==> images/final_congestion.png <==
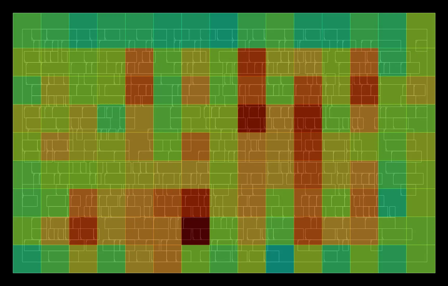
==> images/zoom.png <==
Region (68, 6) to (88, 26) um. Cells in grey, sequential cells in the stronger grey; small squares are vias.
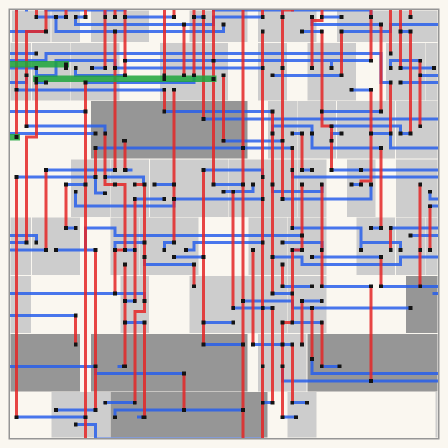
==> images/metal_stack.png <==
Drawn at 4 px/um.
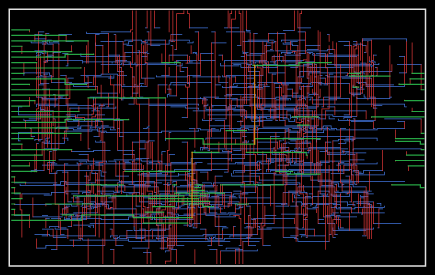
==> images/clock_map.png <==
Drawn at 4 px/um.
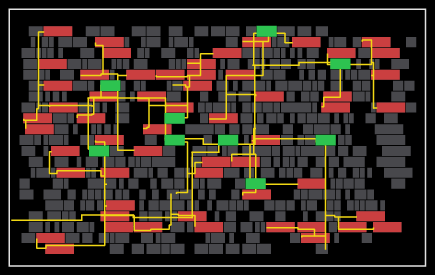
--- src/rtl/prog_sequencer.sv ---
// Program sequencer: fetches instruction words from a synchronous ROM and issues
// them one at a time to simple_processor, with a per-instruction watchdog.
module prog_sequencer #(
  parameter int ADDR_WIDTH = 8,
  parameter int TIMEOUT    = 64
) (
  input  logic                  clk_50MHz,
  input  logic                  reset,
  input  logic                  start,
  input  logic                  abort,
  input  logic [ADDR_WIDTH-1:0] start_addr,
  input  logic [ADDR_WIDTH-1:0] end_addr,
  output logic [ADDR_WIDTH-1:0] mem_addr,
  output logic                  mem_rd,
  input  logic [15:0]           mem_rdata,
  output logic                  proc_run,
  output logic [15:0]           proc_din,
  input  logic                  proc_done,
  output logic                  busy,
  output logic                  prog_done,
  output logic                  fault,
  output logic [15:0]           instr_count
);

  localparam int TW = $clog2(TIMEOUT);

  typedef enum logic [2:0] {
    S_IDLE   = 3'd0,
    S_FETCH  = 3'd1,
    S_LOAD   = 3'd2,
    S_ISSUE  = 3'd3,
    S_WAIT   = 3'd4,
    S_FINISH = 3'd5,
    S_FAULT  = 3'd6
  } state_t;

  state_t                  state_q, state_d;
  logic [ADDR_WIDTH-1:0]   pc_q, pc_d;
  logic [ADDR_WIDTH-1:0]   last_q, last_d;
  logic [15:0]             ir_q, ir_d;
  logic [TW-1:0]           timer_q, timer_d;
  logic [15:0]             count_q, count_d;

  // State and datapath registers
  always_ff @(posedge clk_50MHz) begin
    if (reset) begin
      state_q <= S_IDLE;
      pc_q    <= '0;
      last_q  <= '0;
      ir_q    <= 16'h0000;
      timer_q <= '0;
      count_q <= 16'h0000;
    end else begin
      state_q <= state_d;
      pc_q    <= pc_d;
      last_q  <= last_d;
      ir_q    <= ir_d;
      timer_q <= timer_d;
      count_q <= count_d;
    end
  end

  // Next-state and datapath update; abort overrides everything except FAULT
  always_comb begin
    state_d = state_q;
    pc_d    = pc_q;
    last_d  = last_q;
    ir_d    = ir_q;
    timer_d = timer_q;
    count_d = count_q;
    if (abort && (state_q != S_FAULT)) begin
      state_d = S_IDLE;
    end else begin
      case (state_q)
        S_IDLE: begin
          if (start) begin
            pc_d    = start_addr;
            last_d  = end_addr;
            count_d = 16'h0000;
            state_d = S_FETCH;
          end else begin
            state_d = S_IDLE;
          end
        end
        S_FETCH: state_d = S_LOAD;
        S_LOAD: begin
          ir_d    = mem_rdata;
          state_d = S_ISSUE;
        end
        S_ISSUE: begin
          timer_d = '0;
          state_d = S_WAIT;
        end
        S_WAIT: begin
          if (proc_done) begin
            if (count_q != 16'hFFFF) begin
              count_d = count_q + 16'd1;
            end else begin
              count_d = count_q;
            end
            if (pc_q == last_q) begin
              state_d = S_FINISH;
            end else begin
              pc_d    = pc_q + ADDR_WIDTH'(1);
              state_d = S_FETCH;
            end
          end else if (timer_q == TW'(TIMEOUT - 1)) begin
            state_d = S_FAULT;
          end else begin
            timer_d = timer_q + TW'(1);
          end
        end
        S_FINISH: state_d = S_IDLE;
        S_FAULT:  state_d = S_FAULT;
        default:  state_d = S_IDLE;
      endcase
    end
  end

  // Moore outputs decoded from the registered state
  always_comb begin
    mem_rd    = 1'b0;
    proc_run  = 1'b0;
    busy      = 1'b1;
    prog_done = 1'b0;
    fault     = 1'b0;
    case (state_q)
      S_IDLE:   busy = 1'b0;
      S_FETCH:  mem_rd = 1'b1;
      S_LOAD:   busy = 1'b1;
      S_ISSUE:  proc_run = 1'b1;
      S_WAIT:   busy = 1'b1;
      S_FINISH: prog_done = 1'b1;
      S_FAULT: begin
        busy  = 1'b0;
        fault = 1'b1;
      end
      default:  busy = 1'b0;
    endcase
  end

  assign mem_addr    = pc_q;
  assign proc_din    = ir_q;
  assign instr_count = count_q;

endmodule

--- config.mk ---
export PLATFORM = sky130hd
export DESIGN_NAME = prog_sequencer
export DESIGN_NICKNAME = d
export VERILOG_FILES = /design/src/rtl/prog_sequencer.sv
export SDC_FILE = /design/constraint.sdc
export NUM_CORES = 1
export LEC_CHECK = 0
export ABC_AREA = 0
export CAP_MARGIN = 15
export CORE_ASPECT_RATIO = 0.6
export CORE_MARGIN = 2
export CORE_UTILIZATION = 47
export CTS_CLUSTER_DIAMETER = 100
export DETAILED_ROUTE_END_ITERATION = 7
export GPL_ROUTABILITY_DRIVEN = 0
export PLACE_DENSITY = 0.79
export SYNTH_ARGS = -nofsm -noshare
export SYNTH_HDL_FRONTEND = slang
export SYNTH_SLANG_ARGS = --single-unit
export TNS_END_PERCENT = 5
--- constraint.sdc ---
create_clock -name clk_50MHz -period 2.2 [get_ports clk_50MHz]
set_clock_uncertainty 0.15 [all_clocks]
set_input_delay 0.44 -clock clk_50MHz [delete_from_list [all_inputs] [get_ports clk_50MHz]]
set_output_delay 0.44 -clock clk_50MHz [all_outputs]
set_load 0.05 [all_outputs]
==> flow.log <==
[metrics] run summary
INFO  metric run_status = completed
INFO  metric final_setup_fails = 0
INFO  metric net_load_switching_power = roughly 660 uW
INFO  metric netlist.area_leader.share = 40.7%
INFO  metric crit_slowest_cell = sky130_fd_sc_hd__clkdlybuf4s50_1
INFO  metric asyncSetResetFlopFracSynth = 0%
INFO  metric drt-pass1-iter-count = 5
INFO  metric min_to = proc_din[8]$_SDFFE_PP0P_
INFO  metric drive_above_1_share = 14.7%
INFO  metric ys_top_cells_by_count = 57 x sky130_fd_sc_hd__dfxtp_1, 54 x sky130_fd_sc_hd__nand2_1, 40 x sky130_fd_sc_hd__nor2_1, 29 x sky130_fd_sc_hd__a21oi_1, 16 x sky130_fd_sc_hd__xnor2_1
INFO  metric synth_dominant_cell_count = sky130_fd_sc_hd__dfxtp_1
INFO  metric area_delta_synth_final = 45.6%
INFO  metric p_per_area = 560 mW/mm^2
INFO  metric comb-cell-share = between 30% and 40%
INFO  metric vias = around 2900
INFO  metric timing.final.hold_violations = 0
INFO  metric placed_area = 0.00388 sq mm
INFO  metric worst-setup-path-type = reg -> out
INFO  metric timing.critical_path.buf_inv = 1
INFO  metric lay_top_count = sky130_fd_sc_hd__clkdlybuf4s50_1
INFO  metric cts_tree = done
INFO  metric power_frac_comb = 13.1%
INFO  metric grt.busiest_layer = met2
INFO  metric synth.net_count = 383
INFO  metric openroad.warnings = 26
INFO  metric number_of_fill_cells = 451
INFO  metric reg2reg_to = timer_q[4]$_SDFFE_PP0P_
INFO  metric finalClockPeriodUsage = 97.7%
INFO  metric number_of_h_tree_branching_levels = 3
INFO  metric path_depth = 1
INFO  metric syn_avg_cell_area = 8.17 sq um
INFO  metric synthDominantAreaCellType = sky130_fd_sc_hd__dfxtp_1
INFO  metric synth.ff_latch_count = 57
INFO  metric dr_wl_met2 = 3360 um
INFO  metric die.size.x = between 100 and 150 um
INFO  metric clockBufferDepth = 2
INFO  metric end_kind = output pin
INFO  metric path_clk_slew = 0.08 ns
INFO  metric drcViolationCount = 0
INFO  metric hold_crit_path_type = reg -> reg
INFO  metric inv_count = 10
INFO  metric synthesis.area = 0.00280 sq mm
INFO  metric repair_and_plain_buffers = between 100 and 150
INFO  metric layout.nonclk_buf_share = 26.0%
INFO  metric flop_area = roughly 0.0011 sq mm
INFO  metric crit_family = buffers and inverters
INFO  metric critPathArrivalTime = 1.56 ns
INFO  metric ir_worst_vdd = 0.313 mV
INFO  metric max-cap-violations = 0
INFO  metric ys_area = 0.00280 sq mm
INFO  metric seq-power = 1070 uW
INFO  metric power = 2280 uW
INFO  metric crit_path_cell_trace = clkdlybuf4s50_1
INFO  metric post_cts.repair.setup_buffers = 0
INFO  metric buffer_cell_driving_the_clock_tree_root = sky130_fd_sc_hd__clkbuf_8
INFO  metric cp_startpoint_kind = register
INFO  metric design_area = ~0.004 sq mm
INFO  metric r2r_slack = 0.14 ns
INFO  metric leakagePower = 0.00163 uW
INFO  metric final_period_minus_worst_setup_slack = 2.15 ns
INFO  metric core_util_floorplan = 49.4%
INFO  metric insertedDiodeCount = 0
INFO  metric cts_resized = 2
INFO  metric met3WireLength = about 760 um
INFO  metric fin_tns_setup = 0 ns
INFO  metric cts_hold_buf = 0
INFO  metric r2r.worst_path.cells = 6
INFO  metric crit_required = 1.61 ns
INFO  metric number_of_cells_in_the_yosys_synthesis_report = 343
INFO  metric routed.top_layer = met4
INFO  metric ios = 82
INFO  metric layout_top_cells_excl_fill_tap = 58 x sky130_fd_sc_hd__clkdlybuf4s50_1, 57 x sky130_fd_sc_hd__dfxtp_1, 54 x sky130_fd_sc_hd__nand2_1
INFO  metric m1WireLength = around 3500 um
INFO  metric finalNonFillerCells = about 530
INFO  metric clock_sinks = between 50 and 60
INFO  metric grt_max_degree = 21
INFO  metric intPower = approximately 1600 uW
INFO  metric detailedPlacementHpwl = 5650 um
INFO  metric tapcell.inserted = 80
INFO  metric yosys.cell_types.count = 48
INFO  metric max_slew.worst_pin.slew = about 0.57 ns
INFO  metric grt_pass1_vias = ~2700
INFO  metric antenna_found_initial = 0
INFO  metric sh_seq_area = 28.0%
INFO  metric dp_worst_setup_slack = -0.184 ns
## Picture notes: final_congestion.png
post-layout util: 71.8%
GR met2 Demand/Resource: 35.9%
met1 routing resource usage after global routing: 31.3%
GRT Util Overall: 23.9%
fraction of met3 tracks used by global routing: 10.8%

## Picture notes: zoom.png
Key: blue = met1; red = met2; green = met3
Most frequent: nor2_1 (5), o21ai_0 (4), dfxtp_1 (4). Sequential cells in the window: 4. 41 logic cells have their middle in the window. Netlist names of flops here include timer_q (4).

## Picture notes: metal_stack.png
Key: green = met3 [wire length 763 um]; orange = met4 [wire length 36.0 um]; red = met2 [wire length 3360 um]; blue = met1 [wire length 3480 um]
wire length reported by the detailed router: 7630 um
average wire per standard cell: 14.5 um

## Picture notes: clock_map.png
Key: green = cells driving clock nets [count 9]; red = flip-flops [count 57]; yellow = clock wires [length 742 um]
There are 10 routed clock nets.
Power Clock: 914 uW
Skew-Pair Late Insertion Delay: 0.34 ns

registers in the layout, summed over array words and instances, names as in the netlist:
register,count
instr_count,16
proc_din,16
last_q,8
mem_addr,8
timer_q,6
state_q,3
tightest hold or removal path: stages (launching register included):
cell	delay (ns)
sky130_fd_sc_hd__dfxtp_1	0.31
sky130_fd_sc_hd__nand2_1	0.05
sky130_fd_sc_hd__a21oi_1	0.05
kinds of logic (layout without fill, tap and decap cells):
logic type / Yosys count / in the layout / share of synthesized area (%)
compound gates: 70 / 70 / 15.8
fa+ha+maj: 3 / 3 / 1.34
buf+inv: 27 / 132 / 4.02
mux: 11 / 11 / 3.98
flops: 57 / 57 / 40.7
xor+xnor: 24 / 24 / 7.50
simple gates: 151 / 151 / 26.6
No activity file was given, so power comes from the tool's default toggle rates.
